--- src/rtl/rom_arbiter.sv ---
// rom_arbiter
// Shares one asynchronous 512 KB ROM between two synchronous read requesters.
// Port 0 is the Z80 fetch path and port 1 is the loader/DMA path. When both
// request at once, grants alternate between them. Every access holds the ROM
// strobes low for WAIT_CYCLES cycles and is followed by one recovery cycle.
//
// State | meaning
// ------+-------------------------------------------------------------------
// IDLE  | strobes high; a request sampled here is granted
// ACCESS| strobes low; r_cnt counts down the remaining wait cycles
// DONE  | strobes high; the winner's ack is high for this one cycle
//
// Ports
//   clk, rst_n          system clock, asynchronous active-low reset
//   req0/addr0          port 0 request (level) and address
//   ack0/rdata0         port 0 completion pulse and read data
//   req1/addr1          port 1 request (level) and address
//   ack1/rdata1         port 1 completion pulse and read data
//   rom_a/rom_d         ROM address and data pins
//   rom_ce_n/rom_oe_n   ROM chip enable and output enable, active low
//   busy                high whenever the FSM is not in IDLE
module rom_arbiter #(
    parameter int WAIT_CYCLES = 3,
    parameter int AW          = 19
) (
    input  logic          clk,
    input  logic          rst_n,
    input  logic          req0,
    input  logic [AW-1:0] addr0,
    output logic          ack0,
    output logic [7:0]    rdata0,
    input  logic          req1,
    input  logic [AW-1:0] addr1,
    output logic          ack1,
    output logic [7:0]    rdata1,
    output logic [AW-1:0] rom_a,
    input  logic [7:0]    rom_d,
    output logic          rom_ce_n,
    output logic          rom_oe_n,
    output logic          busy
);

    typedef enum logic [1:0] {
        S_IDLE   = 2'd0,
        S_ACCESS = 2'd1,
        S_DONE   = 2'd2
    } state_t;

    // The counter starts at WAIT_CYCLES-1 so that the terminal count of zero
    // lands on the last strobe-low cycle.
    localparam logic [3:0] CNT_INIT = 4'(WAIT_CYCLES - 1);

    state_t          r_state, w_state_nx;
    logic [3:0]      r_cnt, w_cnt_nx;
    logic            r_win, w_win_nx;
    logic            r_last, w_last_nx;
    logic [AW-1:0]   r_rom_a, w_rom_a_nx;
    logic            r_strobe_n, w_strobe_n_nx;
    logic            r_ack0, w_ack0_nx;
    logic            r_ack1, w_ack1_nx;
    logic [7:0]      r_rdata0, w_rdata0_nx;
    logic [7:0]      r_rdata1, w_rdata1_nx;
    logic            w_pick;

    // A lone request wins outright; on a tie the port not granted last wins.
    assign w_pick = (req0 && req1) ? ~r_last : req1;

    always_comb begin
        w_state_nx    = r_state;
        w_cnt_nx      = r_cnt;
        w_win_nx      = r_win;
        w_last_nx     = r_last;
        w_rom_a_nx    = r_rom_a;
        w_strobe_n_nx = r_strobe_n;
        w_ack0_nx     = 1'b0;
        w_ack1_nx     = 1'b0;
        w_rdata0_nx   = r_rdata0;
        w_rdata1_nx   = r_rdata1;

        case (r_state)
            S_IDLE: begin
                if (req0 || req1) begin
                    w_win_nx      = w_pick;
                    w_rom_a_nx    = w_pick ? addr1 : addr0;
                    w_strobe_n_nx = 1'b0;
                    w_cnt_nx      = CNT_INIT;
                    w_state_nx    = S_ACCESS;
                end
            end
            S_ACCESS: begin
                if (r_cnt != 4'd0) begin
                    w_cnt_nx = r_cnt - 4'd1;
                end else begin
                    if (r_win) begin
                        w_rdata1_nx = rom_d;
                        w_ack1_nx   = 1'b1;
                    end else begin
                        w_rdata0_nx = rom_d;
                        w_ack0_nx   = 1'b1;
                    end
                    w_strobe_n_nx = 1'b1;
                    w_last_nx     = r_win;
                    w_state_nx    = S_DONE;
                end
            end
            S_DONE: begin
                // rom_a is left alone so the address holds through recovery.
                w_state_nx = S_IDLE;
            end
            default: begin
                w_strobe_n_nx = 1'b1;
                w_state_nx    = S_IDLE;
            end
        endcase
    end

    always_ff @(posedge clk or negedge rst_n) begin
        if (!rst_n) begin
            r_state    <= S_IDLE;
            r_cnt      <= 4'd0;
            r_win      <= 1'b0;
            r_last     <= 1'b1;     // port 0 wins the first tie
            r_rom_a    <= '0;
            r_strobe_n <= 1'b1;
            r_ack0     <= 1'b0;
            r_ack1     <= 1'b0;
            r_rdata0   <= 8'hFF;
            r_rdata1   <= 8'hFF;
        end else begin
            r_state    <= w_state_nx;
            r_cnt      <= w_cnt_nx;
            r_win      <= w_win_nx;
            r_last     <= w_last_nx;
            r_rom_a    <= w_rom_a_nx;
            r_strobe_n <= w_strobe_n_nx;
            r_ack0     <= w_ack0_nx;
            r_ack1     <= w_ack1_nx;
            r_rdata0   <= w_rdata0_nx;
            r_rdata1   <= w_rdata1_nx;
        end
    end

    // ce_n and oe_n always move together, so one register drives both pins.
    assign rom_a    = r_rom_a;
    assign rom_ce_n = r_strobe_n;
    assign rom_oe_n = r_strobe_n;
    assign ack0     = r_ack0;
    assign ack1     = r_ack1;
    assign rdata0   = r_rdata0;
    assign rdata1   = r_rdata1;
    assign busy     = (r_state != S_IDLE);

endmodule

--- config.mk ---
export PLATFORM = sky130hd
export DESIGN_NAME = rom_arbiter
export DESIGN_NICKNAME = d
export VERILOG_FILES = /design/src/rtl/rom_arbiter.sv
export SDC_FILE = /design/constraint.sdc
export NUM_CORES = 1
export LEC_CHECK = 0
export ABC_AREA = 0
export CAP_MARGIN = 20
export CORE_MARGIN = 2
export CORE_UTILIZATION = 45
export DETAILED_ROUTE_END_ITERATION = 10
export PLACE_DENSITY = 0.85
export SLEW_MARGIN = 25
export SYNTH_ARGS = -nofsm -noshare
export SYNTH_HDL_FRONTEND = slang
export SYNTH_SLANG_ARGS = --single-unit
--- constraint.sdc ---
create_clock -name clk -period 2.2 [get_ports clk]
set_input_delay 0.44 -clock clk [delete_from_list [all_inputs] [get_ports clk]]
set_output_delay 0.44 -clock clk [all_outputs]
set_load 0.01 [all_outputs]
==> impl_metrics.py, run 1 <==
# Physical implementation metrics
metrics = {
    "pwr": {
        "p_leak_nw": 1.30,
        "p_clk_w": 0.000602,
        "power.share.clock": 0.142,
        "pwr-share-comb": 0.475,
    },
    "final_timing": {
        "fin_setup_tns_ns": 0,
        "period_minus_slack_ns": 1.89,
    },
    "synthesis": {
        "syn_inst": 190,
        "most_common_cell": "nand2_1",
        "ys.flops": 46,
        "top_area_frac": 0.343,
    },
    "critical_path": {
        "r2r_slack_ns": 0.58,
        "cp-start-kind": "flop",
        "crit_arrival_ns": 1.45,
        "cp_top_family": "buffers and inverters",
        "path_cells": "nor2_1 -> inv_1 -> clkdlybuf4s50_1",
    },
    "route": {
        "first_pass_iters": 4,
        "top_layer": "met4",
    },
    "run_status": {
        "status": "complete, no violations",
    },
    "floorplanning": {
        "io_pins": 90,
        "chipArea_um2": 5100,
        "fp_util": 0.469,
    },
    "placement": {
        "portBuffers": 89,
    },
    "clocking": {
        "clk_pin_slew_ns": 0.09,
        "cts_tree": "built",
    },
    "final_layout": {
        "comb_area_um2": 787,
    },
}
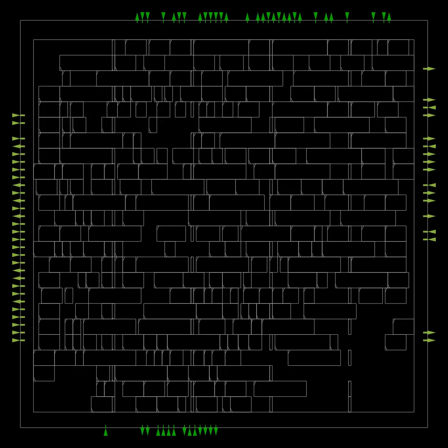
run_1/placed.png
core area: 4350 um2
Layout fillers: 323
flip-flops: 46
Seq area share: 0.378
Cell Rows: 24

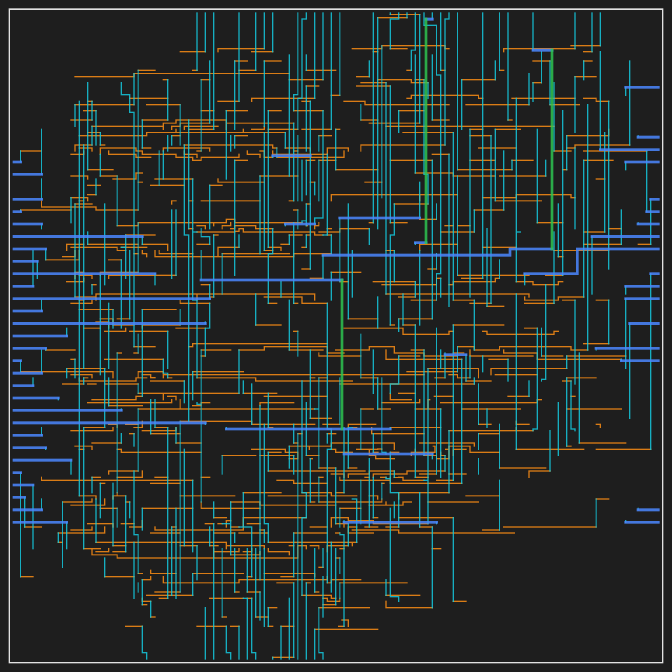
run_1/layers.png
colour	layer	wire length
green	M4	62.6 um
cyan	M2	2500 um
orange	M1	2040 um
blue	M3	345 um
DR WL/cell: 14.9 um
final wirelength: 4950 um
Total GRT Usage: 0.201
via count: 1740

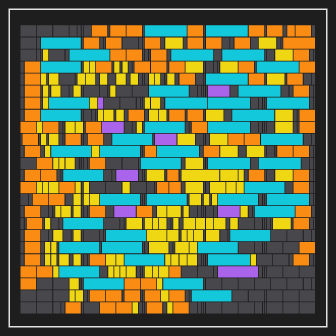
run_1/class_map.png
Fill, decap, tap and diode cells in grey.
colour	class	cells	share of their area
orange	remaining buffers and delay cells	95	31%
purple	clock drivers and dummy loads	8	3.7%
cyan	sequential cells	46	39%
yellow	remaining logic cells	132	27%
final instance area: 3110 um2
fin util: 0.714

run_1/sizing.png
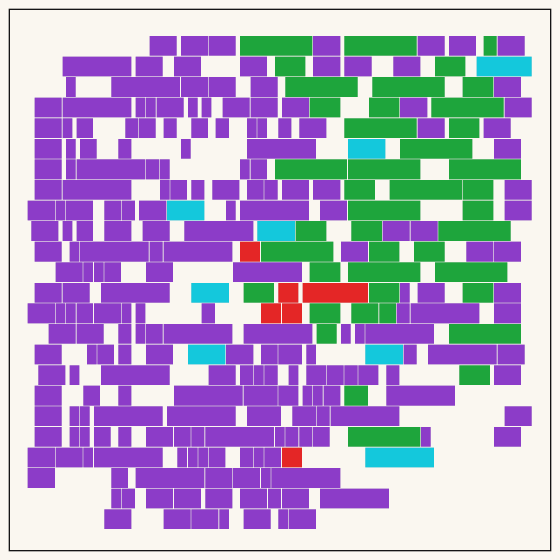

==> run 1 -> run 2 <==
--- a/config.mk
+++ b/config.mk
@@ -10,6 +10,7 @@
 export CORE_MARGIN = 2
 export CORE_UTILIZATION = 45
 export DETAILED_ROUTE_END_ITERATION = 10
+export GPL_TIMING_DRIVEN = 0
 export PLACE_DENSITY = 0.85
 export SLEW_MARGIN = 25
 export SYNTH_ARGS = -nofsm -noshare
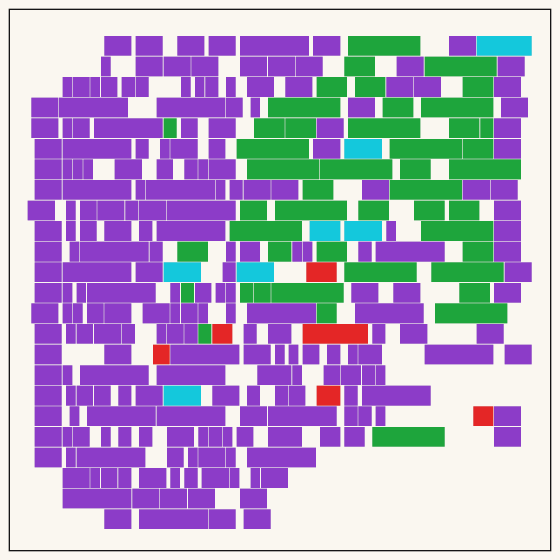
run_2/sizing.png
colour	size	cells
cyan	x6 and larger	7
red	x3 and x4	6
green	x2	46
purple	x1 and smaller	229
final instance area: 3120 um2
Layout area overhead: 52.5%
number of non-clock buffers: 102
setup ws final: 0.0957 ns

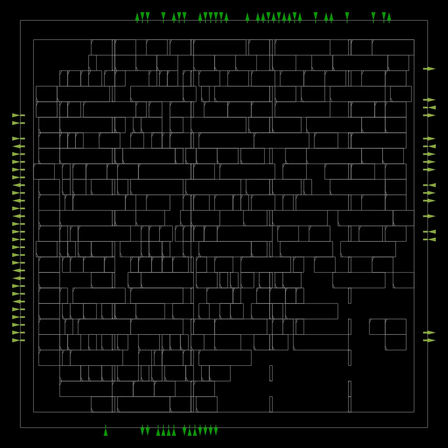
run_2/placed.png
Well Taps: 52
Seq area share: 0.377
fin util: 0.716
post-route insts no fill: 340
Layout fillers: 329

==> run 2 against run 1 <==
Against the previous run: clock power is 14% lower; register-to-register slack worse by 0.04 ns; via count is 0.52% higher; design area rose by 0.28%; clock skew decreased by 0.0084 ns; critical path depth rose by 1; routed wire length decreased by 0.61%; global-route usage decreased by 0.34 points; combinational power about the same; worst setup slack lost 0.21 ns; synthesized cell count unchanged; area after synthesis did not move; critical path type unchanged.
==> impl_metrics.py, run 2 <==
# Physical implementation metrics
metrics = {
    "run_status": {
        "status": "complete, no violations",
    },
    "route": {
        "routed_wl_um": 4920,
        "first_pass_iters": 4,
        "vias": 1749,
        "wire_per_inst_um": 14.5,
    },
    "pwr": {
        "power.share.clock": 0.123,
        "p_clk_w": 0.000516,
    },
    "clocking": {
        "cts_tree": "built",
        "clk_pin_slew_ns": 0.09,
    },
    "floorplanning": {
        "io_pins": 90,
        "chipArea_um2": 5100,
        "rows": 24,
        "fp_util": 0.469,
        "core-area_um2": 4350,
    },
    "placement": {
        "portBuffers": 89,
    },
    "final_layout": {
        "seq_cell_count": 46,
        "comb_area_um2": 791,
    },
    "critical_path": {
        "r2r_slack_ns": 0.54,
        "cp-start-kind": "flop",
    },
    "grt": {
        "track_usage": 0.198,
    },
    "final_timing": {
        "period_minus_slack_ns": 2.10,
    },
    "synthesis": {
        "ys.flops": 46,
        "most_common_cell": "nand2_1",
        "top_area_frac": 0.343,
    },
}
run_2/layers.png
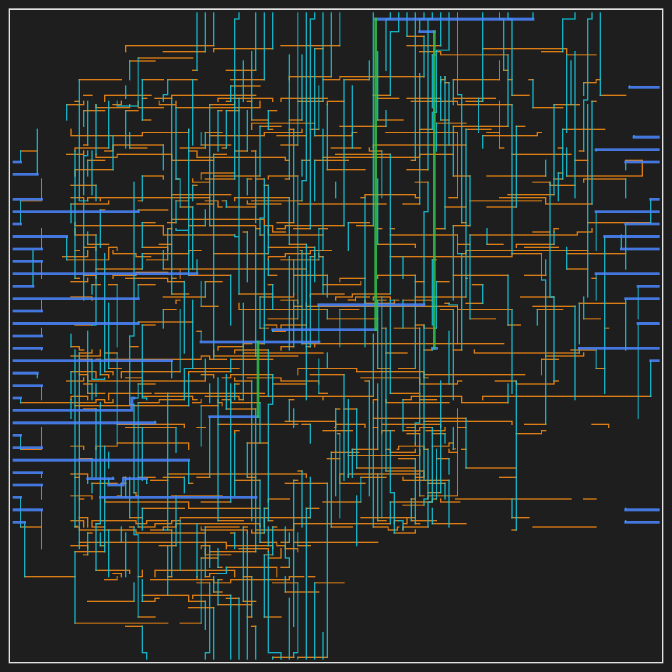

==> run 2 -> run 3 <==
==> constraint.sdc (replaced) <==
create_clock -name clk -period 2.66 [get_ports clk]
set_input_delay 0.399 -clock clk [delete_from_list [all_inputs] [get_ports clk]]
set_output_delay 0.399 -clock clk [all_outputs]
set_load 0.01 [all_outputs]
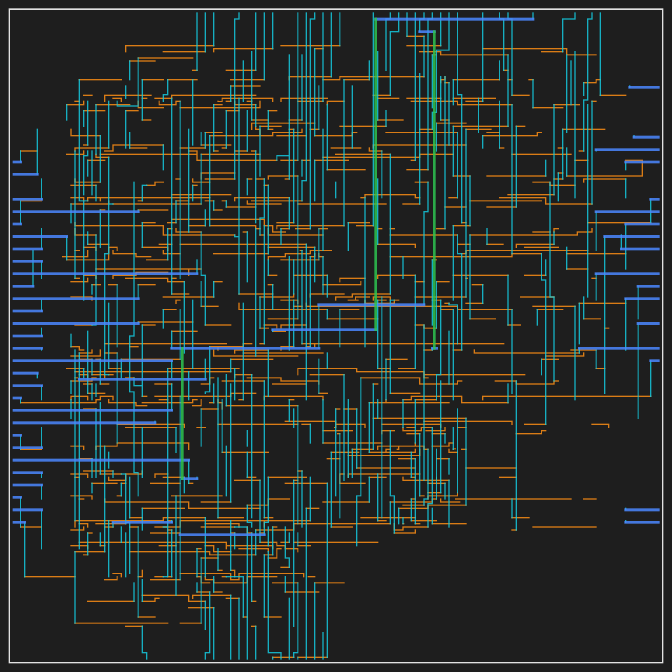
run_3/layers.png
colour	layer	wire length
green	M4	83.0 um
orange	M1	1980 um
blue	M3	338 um
cyan	M2	2470 um
DR WL/cell: 14.3 um
via count: 1753
Total GRT Usage: 0.198
final wirelength: 4880 um

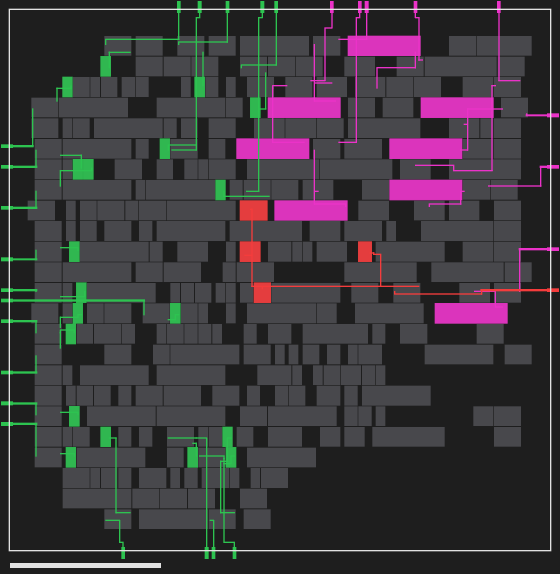
run_3/port_trees.png
The bar under the picture is 20 um long.
colour	port	bits	direction	edge	end cells	buffers	wire
red	`req1`	1	input	right	4	1	60.5 um
green	`addr0`	19	input	10 left, 5 top, 4 bottom	19	19	289 um
magenta	`rdata1`	8	output	5 top, 3 right	8	8	174 um
I/O pin cnt: 90
PortBufs: 89

==> run 3 against run 2 <==
Against the previous run: critical path depth unchanged; largest power group unchanged; clock power down 17%; flip-flop count is the same; via count is 0.23% higher; largest cell class unchanged; critical endpoint unchanged; first-iteration DRC count is 4.9% lower.
==> impl_metrics.py, run 3 <==
# Physical implementation metrics
metrics = {
    "run_status": {
        "status": "complete, no violations",
    },
    "final_layout": {
        "area_growth_pct": 51.9,
        "final_area_um2": 3100,
        "fin_util": 0.713,
        "fin_cells": 340,
        "fillerInstances": 331,
        "seq-cell-share": 0.378,
        "comb_area_um2": 783,
        "signal_buffers": 102,
    },
    "final_timing": {
        "fin_setup_tns_ns": 0,
        "setup_slack_ns": 0.290,
        "period_minus_slack_ns": 2.37,
    },
    "floorplanning": {
        "chipArea_um2": 5100,
        "fp_util": 0.469,
        "tap-cell-count": 52,
        "core-area_um2": 4350,
    },
    "route": {
        "top_layer": "met4",
        "first_pass_iters": 4,
    },
    "critical_path": {
        "cp-start-kind": "flop",
        "crit_arrival_ns": 1.97,
        "r2r_slack_ns": 1.00,
        "cp_top_family": "buffers and inverters",
    },
    "pwr": {
        "pwr-share-comb": 0.488,
        "p_clk_w": 0.000427,
    },
    "synthesis": {
        "ys.flops": 46,
        "syn_inst": 190,
        "top_area_frac": 0.343,
    },
    "clocking": {
        "clk_pin_slew_ns": 0.09,
        "cts_tree": "built",
    },
}
Power figures rest on the tool's default switching activity, not on a simulated workload.
